==> images/cell_classes.png <==
Drawn at 4 px/um.
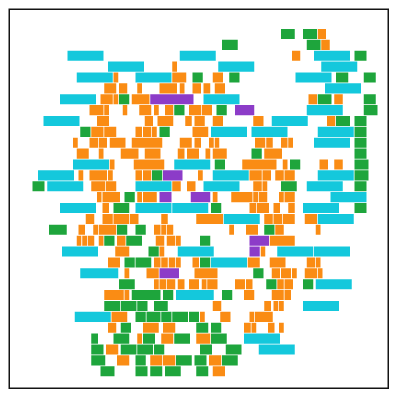
==> images/met3.png <==
Drawn at 4 px/um.
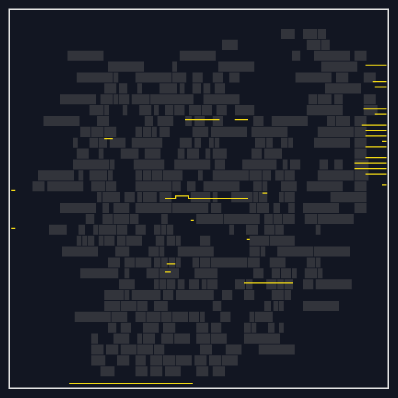
==> images/final_clocks.png <==
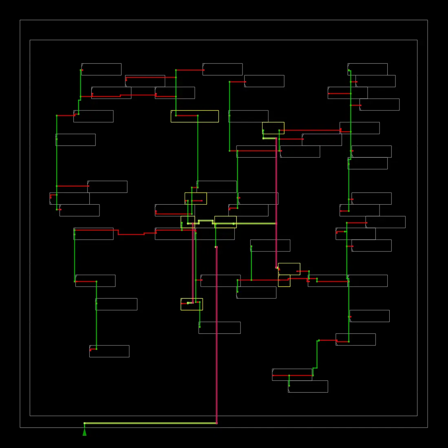
==> images/drive_strength.png <==
Drawn at 3 px/um.
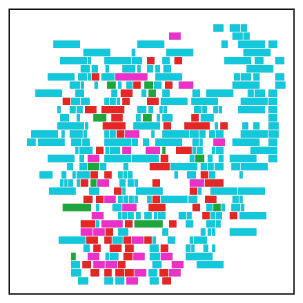
==> images/wire_density.png <==
Drawn at 4 px/um. The die is cut into 19 by 19 equal tiles; dark purple is low, yellow is high, scaled to the fullest tile. Values are wire area over tile area, all layers added.
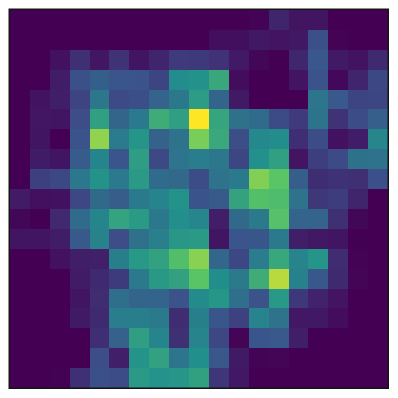
==> src/rtl/conv2d_frame_sched.sv <==
// conv2d_frame_sched
// Frame-level sequencer for a 3x3 line-buffered convolution engine.
// Each frame is handled in this order:
//   1. Clear the engine.
//   2. Stream one IMG_W x IMG_H raster frame into it.
//   3. Flush it with WIN_LAT dummy beats.
//   4. Forward only the full-window results, tagged with SOF/EOL/EOF.
module conv2d_frame_sched #(
    parameter int IMG_W      = 128,
    parameter int IMG_H      = 128,
    parameter int PIXEL_BITS = 8,
    parameter int WIN_LAT    = 2
) (
    input  logic                  clk,
    input  logic                  rst_n,
    input  logic                  start,
    output logic                  busy,
    output logic                  done,
    input  logic [PIXEL_BITS-1:0] s_data,
    input  logic                  s_valid,
    output logic                  s_ready,
    output logic                  eng_clr_n,
    output logic [PIXEL_BITS-1:0] eng_pixel,
    output logic                  eng_valid,
    input  logic [PIXEL_BITS-1:0] eng_out_pixel,
    input  logic                  eng_out_valid,
    output logic [PIXEL_BITS-1:0] m_data,
    output logic                  m_valid,
    output logic                  m_sof,
    output logic                  m_eol,
    output logic                  m_eof
);

    localparam int CW = (IMG_W > 1) ? $clog2(IMG_W) : 1;
    localparam int RW = (IMG_H > 1) ? $clog2(IMG_H) : 1;
    localparam int LW = $clog2(WIN_LAT + 1);

    localparam logic [CW-1:0] COL_LAST = CW'(IMG_W - 1);
    localparam logic [RW-1:0] ROW_LAST = RW'(IMG_H - 1);
    localparam logic [CW-1:0] COL_WIN  = CW'(2);
    localparam logic [RW-1:0] ROW_WIN  = RW'(2);
    localparam logic [LW-1:0] LAT_MAX  = LW'(WIN_LAT);

    typedef enum logic [2:0] {
        ST_IDLE,
        ST_CLEAR,
        ST_RUN,
        ST_FLUSH,
        ST_DONE
    } state_t;

    state_t state_reg, state_next;

    // Input raster position (next pixel expected from the stream).
    logic [CW-1:0] in_col_reg;
    logic [RW-1:0] in_row_reg;

    // Number of dummy flush beats already issued.
    logic [LW-1:0] flush_cnt_reg;

    // Engine output tracking: warm-up beat discard count and output raster position.
    logic [LW-1:0] disc_cnt_reg;
    logic [CW-1:0] o_col_reg;
    logic [RW-1:0] o_row_reg;

    // Registered result stream.
    logic [PIXEL_BITS-1:0] m_data_reg;
    logic                  m_valid_reg;
    logic                  m_sof_reg;
    logic                  m_eol_reg;
    logic                  m_eof_reg;

    logic in_hs;
    logic in_last;
    logic flush_active;
    logic track_en;
    logic beat_kept;
    logic fwd;
    logic o_col_last;
    logic o_row_last;

    assign in_hs        = (state_reg == ST_RUN) && s_valid;
    assign in_last      = (in_col_reg == COL_LAST) && (in_row_reg == ROW_LAST);
    assign flush_active = (state_reg == ST_FLUSH) && (flush_cnt_reg < LAT_MAX);

    // Engine results only mean something between the clear and the end of flush.
    assign track_en   = ((state_reg == ST_RUN) || (state_reg == ST_FLUSH)) && eng_out_valid;
    assign beat_kept  = track_en && (disc_cnt_reg == LAT_MAX);
    assign o_col_last = (o_col_reg == COL_LAST);
    assign o_row_last = (o_row_reg == ROW_LAST);

    // A window is complete once two full rows and two full columns precede it.
    assign fwd = beat_kept && (o_row_reg >= ROW_WIN) && (o_col_reg >= COL_WIN);

    // State register.
    always_ff @(posedge clk or negedge rst_n) begin
        if (!rst_n) begin
            state_reg <= ST_IDLE;
        end else begin
            state_reg <= state_next;
        end
    end

    // Next-state decode and Moore/pass-through outputs.
    always_comb begin
        state_next = state_reg;
        busy       = 1'b1;
        done       = 1'b0;
        s_ready    = 1'b0;
        eng_clr_n  = 1'b1;
        eng_valid  = 1'b0;
        eng_pixel  = '0;
        case (state_reg)
            ST_IDLE: begin
                busy = 1'b0;
                if (start) begin
                    state_next = ST_CLEAR;
                end
            end
            ST_CLEAR: begin
                eng_clr_n  = 1'b0;
                state_next = ST_RUN;
            end
            ST_RUN: begin
                s_ready   = 1'b1;
                eng_valid = s_valid;
                eng_pixel = s_data;
                if (in_hs && in_last) begin
                    state_next = ST_FLUSH;
                end
            end
            ST_FLUSH: begin
                eng_valid = flush_active;
                // The last result leaves one cycle after the final flush beat
                // returns, so m_eof cannot appear while flush beats remain.
                if (!flush_active && m_eof_reg) begin
                    state_next = ST_DONE;
                end
            end
            ST_DONE: begin
                done       = 1'b1;
                state_next = ST_IDLE;
            end
            default: begin
                state_next = ST_IDLE;
            end
        endcase
    end

    // Input raster counters advance on every accepted pixel.
    always_ff @(posedge clk or negedge rst_n) begin
        if (!rst_n) begin
            in_col_reg <= '0;
            in_row_reg <= '0;
        end else if (state_reg == ST_CLEAR) begin
            in_col_reg <= '0;
            in_row_reg <= '0;
        end else if (in_hs) begin
            if (in_col_reg == COL_LAST) begin
                in_col_reg <= '0;
                in_row_reg <= (in_row_reg == ROW_LAST) ? '0 : in_row_reg + 1'b1;
            end else begin
                in_col_reg <= in_col_reg + 1'b1;
            end
        end
    end

    // Flush beat counter: WIN_LAT back-to-back dummy beats after the last pixel.
    always_ff @(posedge clk or negedge rst_n) begin
        if (!rst_n) begin
            flush_cnt_reg <= '0;
        end else if (state_reg == ST_CLEAR) begin
            flush_cnt_reg <= '0;
        end else if (flush_active) begin
            flush_cnt_reg <= flush_cnt_reg + 1'b1;
        end
    end

    // Output tracking: skip the engine warm-up beats, then follow the raster
    // position of the pixel whose window each result represents.
    always_ff @(posedge clk or negedge rst_n) begin
        if (!rst_n) begin
            disc_cnt_reg <= '0;
            o_col_reg    <= '0;
            o_row_reg    <= '0;
        end else if (state_reg == ST_CLEAR) begin
            disc_cnt_reg <= '0;
            o_col_reg    <= '0;
            o_row_reg    <= '0;
        end else if (track_en) begin
            if (disc_cnt_reg < LAT_MAX) begin
                disc_cnt_reg <= disc_cnt_reg + 1'b1;
            end else if (o_col_last) begin
                o_col_reg <= '0;
                o_row_reg <= o_row_last ? '0 : o_row_reg + 1'b1;
            end else begin
                o_col_reg <= o_col_reg + 1'b1;
            end
        end
    end

    // Result register: one cycle after a qualifying engine beat, zero otherwise.
    always_ff @(posedge clk or negedge rst_n) begin
        if (!rst_n) begin
            m_data_reg  <= '0;
            m_valid_reg <= 1'b0;
            m_sof_reg   <= 1'b0;
            m_eol_reg   <= 1'b0;
            m_eof_reg   <= 1'b0;
        end else begin
            m_valid_reg <= fwd;
            m_data_reg  <= fwd ? eng_out_pixel : '0;
            m_sof_reg   <= fwd && (o_row_reg == ROW_WIN) && (o_col_reg == COL_WIN);
            m_eol_reg   <= fwd && o_col_last;
            m_eof_reg   <= fwd && o_col_last && o_row_last;
        end
    end

    assign m_data  = m_data_reg;
    assign m_valid = m_valid_reg;
    assign m_sof   = m_sof_reg;
    assign m_eol   = m_eol_reg;
    assign m_eof   = m_eof_reg;

endmodule

==> config.mk <==
export PLATFORM = sky130hd
export DESIGN_NAME = conv2d_frame_sched
export DESIGN_NICKNAME = d
export VERILOG_FILES = /design/src/rtl/conv2d_frame_sched.sv
export SDC_FILE = /design/constraint.sdc
export NUM_CORES = 1
export LEC_CHECK = 0
export CAP_MARGIN = 20
export CORE_MARGIN = 2
export CORE_UTILIZATION = 30
export CTS_BUF_LIST = sky130_fd_sc_hd__clkbuf_4 sky130_fd_sc_hd__clkbuf_8
export DETAILED_ROUTE_END_ITERATION = 7
export PLACE_DENSITY_LB_ADDON = 0.3
export SYNTH_ARGS = -nofsm -noshare
export SYNTH_HDL_FRONTEND = slang
export SYNTH_SLANG_ARGS = --single-unit
==> constraint.sdc <==
create_clock -name clk -period 2 [get_ports clk]
set_clock_uncertainty 0.2 [all_clocks]
set_input_delay 0.6 -clock clk [delete_from_list [all_inputs] [get_ports clk]]
set_output_delay 0.6 -clock clk [all_outputs]
set_load 0.02 [all_outputs]
==> results.py <==
# Synthesis and PnR figures
metrics = {
    "layout": {
        "inverters": 12,
        "syn_to_final_growth_pct": 44.7,
        "seq-cell-share_pct": 33.2,
        "largest_register_ff_count": 8,
        "layout_top_cells": "dfrtp_1 (45), buf_4 (34), nand2_1 (23), dlygate4sd2_1 (19), buf_6 (18)",
        "antennaDiodeCount": 0,
        "signal_buffers": 86,
    },
    "power": {
        "peakVddDrop_mv": 0.328,
        "pwr-share-comb_pct": 30.7,
        "seq_power_uw": 1240,
        "power_density_mw_per_mm2": 796,
        "p_seq_share_pct": 43.9,
        "p_comb_uw": 866,
        "internal-power_uw": 1920,
    },
    "critical_path": {
        "critPathSlowestCell": "dfrtp_1",
        "r2r_slack_ps": -40,
        "cp-startpoint": "state_reg[2]$_DFFE_PN0P_",
        "worstSetupEndpointType": "primary output",
        "worstRegToRegCells": 5,
        "path_max_fanout": 3,
        "path_buffers": 2,
    },
    "sta": {
        "rsz0062_at_grt": "true",
        "max_clock_freq_mhz": 462,
        "period_minus_slack_ps": 2160,
        "fin_setup_tns_ps": -1420,
        "finalSetupViolations": 14,
        "fin_ws_ps": -164,
        "maxSlewViolCount": 0,
    },
    "worst_hold_path": {
        "hp-start": "in_row_reg[0]$_DFFE_PN0P_",
        "worstHoldPathType": "reg -> reg",
    },
    "yosys": {
        "edf_count": 0,
        "largest_area_cell": "dfrtp_1",
        "top_logic_kind": "simple AND/OR/NAND/NOR gates",
        "synth-main-ff-cell": "dfrtp_1",
        "yosysCellCount": 245,
        "ys_ff": 47,
        "ys_types": 51,
        "ys_sh_mux_pct": 2.91,
        "area_leaders": "dfrtp_1 (48%), and2_1 (4.3%), ha_1 (3.6%), nand2_1 (3.5%), nor2_1 (2.8%)",
        "avgSynthCellArea_um2": 10.0,
        "adder_share_pct": 3.57,
        "async_flop_share_pct": 100,
        "synth-xor-area-share_pct": 2.86,
    },
    "outcome": {
        "status": "finished, violations left",
        "violations": "setup timing",
    },
    "floorplanning": {
        "die_h_um": 94.4,
        "fp.coreArea_mm2": 0.00781,
        "die_area_mm2": 0.00891,
        "pin_count": 46,
    },
    "global_routing": {
        "grt_pass1_vias": 2097,
        "grt_max_degree": 36,
        "antenna_found_initial": 0,
        "grt_pass1_wl_um": 9740,
    },
    "route": {
        "ant_nets": 0,
        "drt-initial-drc-count": 113,
    },
    "run": {
        "cap_violations": 0,
    },
    "placed_design": {
        "placed_cells": 417,
    },
    "clocking": {
        "cts.reportedPaths.clkPinSlew_ps": 90,
        "cts_repair_resize_count": 94,
        "cts-root-buf": "clkbuf_8",
        "post_cts_buffers": 3,
    },
}
-- cell_classes.png (at the start) --
- green: other buffers and delay cells (cells 86; share of their area 23%)
- orange: all other logic (cells 192; share of their area 39%)
- cyan: flip-flops (cells 47; share of their area 34%)
- purple: clock drivers and dummy loads (cells 8; share of their area 3.4%)
Core Rows: 32
final core occ: 45.4%
design area: 0.00355 mm^2

-- met3.png (at the start) --
- main direction: horizontal
- nets with wire on the layer: 23

-- final_clocks.png (at the start) --
flip-flops: 47
CTS sink count: 47
CTS buffer count: 5
Clock net power: 717 uW

-- drive_strength.png (at the start) --
- magenta: drive 6 and up (cells 26)
- cyan: drive 1 or less (cells 235)
- red: drive 3 to 4 (cells 59)
- green: drive 2 (cells 13)

-- wire_density.png (at the start) --
- mean over tiles: 0.098
- tiles over half the peak: 13%
- nearly empty tiles: 28%
- fullest tile: 0.45
- densest ninth of the die: middle
via count: 2,068
global router's overall resource usage: 13.8%
total wire length: 5660 um
WL/cell: 13.0 um

## metal layers
| layer | GRT usage [%] | up-vias | wire length [um] |
|---|---|---|---|
| li1 | - | 1046 | - |
| met1 | 18.3 | 980 | 2720 |
| met2 | 23.2 | 35 | 2700 |
| met3 | 1.68 | 7 | 150 |
| met4 | 5.07 | 0 | 89 |
| met5 | 0 | - | 0 |
## cells in the mapped netlist, drive strengths merged (4+ instances only)
library cell / count
a21oi: 6
mux2i: 6
and3: 8
and2: 18
or3: 4
and4: 5
nor2: 18
nor3: 5
inv: 12
nand2: 23
or4: 4
dfrtp: 47
nand4: 6
ha: 7
nand3: 9
nor4: 4
o21ai: 12
xnor2: 4
buf: 4
xor2: 4
Power is estimated from default activity; no workload was simulated.
